Design qmax_updater, sky130hd; sources not shown.
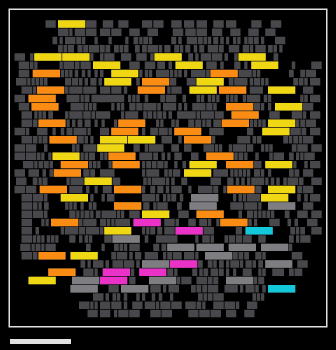
**Above:** run 1 (where the registers sit).
Bar = 20 um.
[o_qmax] yellow | flops: 31
[state_q] cyan | flops: 2
[s1_qval_q] orange | flops: 32
[o_qmax_state] magenta | flops: 6 | where: bottom middle
not colored: 16
area occupied by registers: 0.002177 mm^2
sequential power: 1.24 mW
post-layout util: 0.6907
share of the final layout cell area in sequential cells: 0.3181

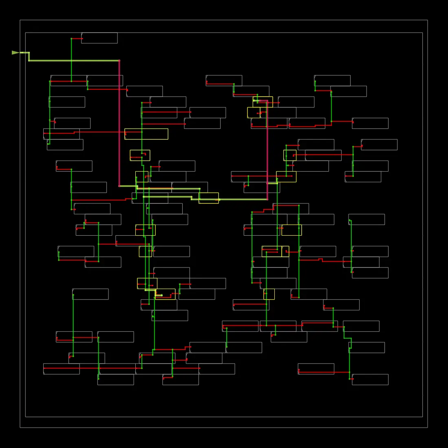
**Above:** run 1 (clock nets).
flop count: 87
clock buffer count from CTS: 9

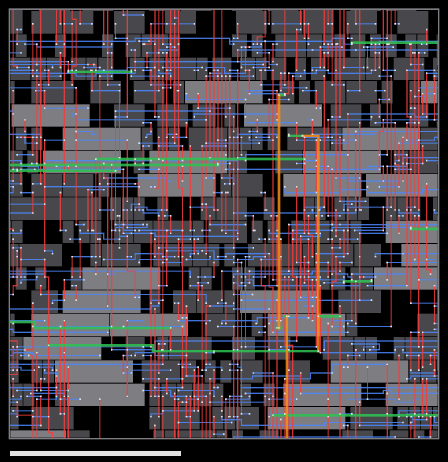
**Above:** run 1 (zoomed window).
Bar = 20 um. Window x 27 to 77, y 48 to 98 um. Cells in gray, sequential cells in the stronger gray; small squares are vias.
[met1] blue
[met2] red
[met3] green
[met4] orange
most frequent: nand2_1 (49), inv_1 (32), clkdlybuf4s50_1 (27)
cells with their middle in the window: 221
sequential cells in the window: 26

==> run summary, run 1 <==
yosys + openroad results -> status finished, final reports clean, flip-flop count of the largest register after layout 32, group drawing the most power sequential cells, total clock network power 0.691 mW, Die Y 103.9 um, post-route cell area 0.006844 mm^2, Floorplan Utilization 0.4920, post-CTS clock slew at the launch and capture registers of the worst setup and hold paths 0.10 ns, Max Used Layer met4, total via count after detailed routing 4617, number of fillers in the final layout 820, sequential share of the synthesized area 0.4465, top post-synthesis cells by area dfrtp_1 (45%), nand2_1 (11%), inv_1 (10%), max_slew headroom 0.3525, largest delay contributor family on the critical path buffers and inverters, commonest cells after routing, fill and taps aside clkdlybuf4s50_1 (160), nand2_1 (144), inv_1 (130), dfrtp_1 (87), nor2_1 (56), number of levels the H-tree was split into 3, overall overflow remaining after global route 0, main kind of combinational logic by area simple AND/OR/NAND/NOR gates, most popular library cell in the synthesized design by count nand2_1, switching pwr 1.077 mW, Post-synth top flop dfrtp_1, CTS Sinks 87, routed length on met1 5414 um, path class of the lowest-slack min-delay path flip-flop to flip-flop, Syn Area/Cell 7.643 um^2, number of well taps 133, DR DRC count 0, share of final-layout standard cells stronger than drive strength 1 0.04994, TritonCTS clock tree yes, routing layer with the top usage in global route met2, placeable core region 0.009910 mm^2, Period Utilization, post-route 0.9258, cell with the largest stage delay on the worst path nor2_2, Placed Instance Area 0.006621 mm^2, initial antenna violation count 0, Post-Place Cells 915, multi-input gate area in the final layout 0.002079 mm^2, Pwr per Cell Area 444.9 mW/mm^2, worst path required time 2.88 ns, Critical Path Most Common Cell clkdlybuf4s50_1, register bit count reported by yosys 87, aoi share 0.07852, clock buffer and inverter area fraction after layout 0.02943, residual antenna-violating net count after detailed routing 0, post-synth top area cell dfrtp_1, latest clock arrival within the worst-skew pair 0.35 ns, number of antenna diodes 0, maximum VDD drop 216.9 uV, worst-case clock buffer depth 2, routed wl met2 6942 um, final hold violations 0, number of rows in the core area 36, global routing usage on met1 0.2889, Iteration-0 DRC Markers 230, aggregate global-route resource usage 0.2408, clock network fraction of total power 0.227, pre-CTS WS -0.1714 ns, setup TNS after final layout 0 ns, basic-gate share of the synthesized area counting and, or, nand and nor cells 0.2533, unrepaired setup endpoints after global routing true, max-capacitance violation count 0, synthesis-to-layout area growth 40.36%, logic depth of the worst register-to-register path 21, final count of pins violating max slew 0, cell total in the yosys stat output 638, WHS Path Cells 0, via count of the first global-routing pass 4573, critical path depth in cells 4, Leading cell kind flip-flops and latches, fraction of registers with async set/reset 1.000, element type at the critical path start primary input, First-pass DRT Iterations 6, first-pass GRT wire length 21100 um, sum of net half-perimeters after detailed placement 9510 um, transition time at the pin with the least slew margin 0.9702 ns, Synth Area in XOR/XNOR 0.007185, Sw Share 0.3536, category of the critical setup timing path primary input to output port, worst-case hold slack 0.3884 ns, Signal buffers 175, Area leader share 0.4465, number of unique standard cell types used by synthesis 28, number of synthesis warnings 0, Final Routed Wirelength 13160 um
**Run 1: ports around the boundary**

Bar = 20 um. Pins as bars across the die edge, other pins in gray.
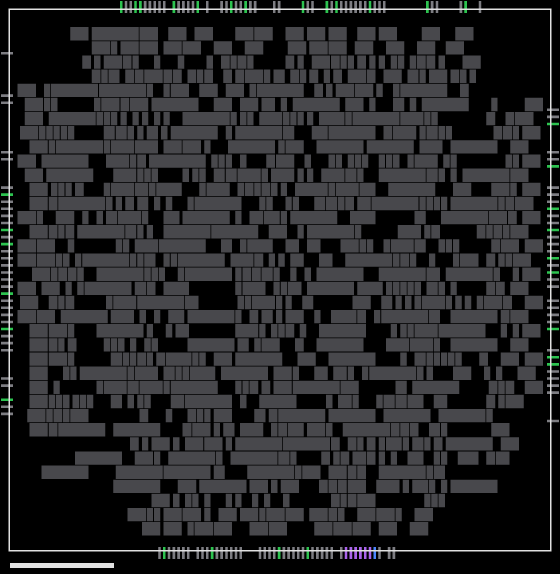

## Run 2: what changed since run 1
- SLEW_MARGIN: not set -> 20
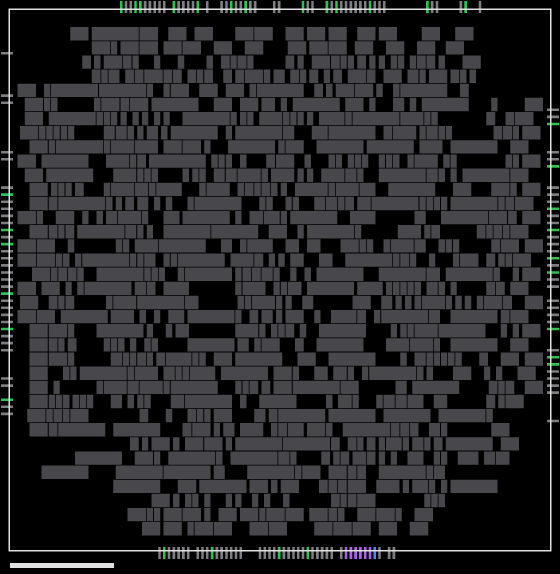
**Above:** run 2 (ports around the boundary).
Bar = 20 um. Pins as bars across the die edge, other pins in gray.
[i_valid] blue | pins: 1 | direction: input | edge: bottom
[o_tbl_addr_w] purple | pins: 6 | direction: output | edge: bottom
[i_tbl_data] green | pins: 32 | direction: input | edge: 13 top, 9 right, 6 left, 4 bottom
all pins by edge: 49 top, 44 bottom, 34 left, 34 right
die boundary width: 103.9 um
Die Y: 103.9 um

==> run 2 against run 1 <==
Sequential share of layout area is essentially flat. Design area is essentially flat. Cell count is the same. Total power is essentially flat. Worst setup slack lost 0.036 ns.
==> run summary, run 2 <==
yosys + openroad results -> Post-Place Cells 915 (unchanged), post-synth top area cell dfrtp_1, first-pass GRT wire length 21100 um (unchanged), sequential share of the synthesized area 0.4465 (unchanged), latest clock arrival within the worst-skew pair 0.35 ns (about the same), pre-CTS WS -0.1714 ns (unchanged), element type at the critical path start primary input, max_slew headroom 0.4161 (+0.06367), total via count after detailed routing 4638 (+0.45%), status finished, final reports clean, worst path required time 2.88 ns (about the same), main kind of combinational logic by area simple AND/OR/NAND/NOR gates, setup TNS after final layout 0 ns (unchanged), number of unique standard cell types used by synthesis 28 (unchanged), category of the critical setup timing path primary input to output port, sum of net half-perimeters after detailed placement 9510 um (unchanged), share of final-layout standard cells stronger than drive strength 1 0.04994 (unchanged), aoi share 0.07852 (unchanged), aggregate global-route resource usage 0.2408 (unchanged), max-capacitance violation count 0 (unchanged), via count of the first global-routing pass 4573 (unchanged), initial antenna violation count 0 (unchanged), global routing usage on met1 0.2889 (unchanged), flip-flop count of the largest register after layout 32 (unchanged), total clock network power 0.691 mW (about the same), cell total in the yosys stat output 638 (unchanged), unrepaired setup endpoints after global routing true, cell with the largest stage delay on the worst path nor2_2, overall overflow remaining after global route 0 (unchanged), Period Utilization, post-route 0.9358 (+0.01002), number of antenna diodes 0 (unchanged), switching pwr 1.078 mW (+0.17%), Leading cell kind flip-flops and latches, DR DRC count 0 (unchanged), Final Routed Wirelength 13100 um (-0.44%), most popular library cell in the synthesized design by count nand2_1, multi-input gate area in the final layout 0.002079 mm^2 (unchanged), sequential power 1.24 mW (about the same), routed length on met1 5508 um (+1.7%), register bit count reported by yosys 87 (unchanged), number of well taps 133 (unchanged), Area leader share 0.4465 (unchanged)
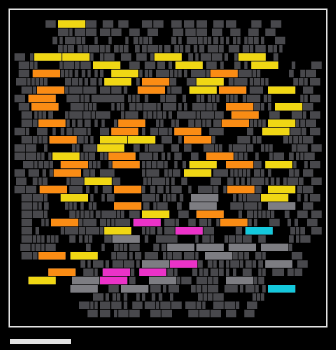
**Above:** run 2 (where the registers sit).
Bar = 20 um.
[o_qmax] yellow | flops: 31
[o_qmax_state] magenta | flops: 6 | where: bottom middle
[state_q] cyan | flops: 2
[s1_qval_q] orange | flops: 32
post-layout util: 0.6908
share of the final layout cell area in sequential cells: 0.3180

Power and IR drop assume default switching activity.
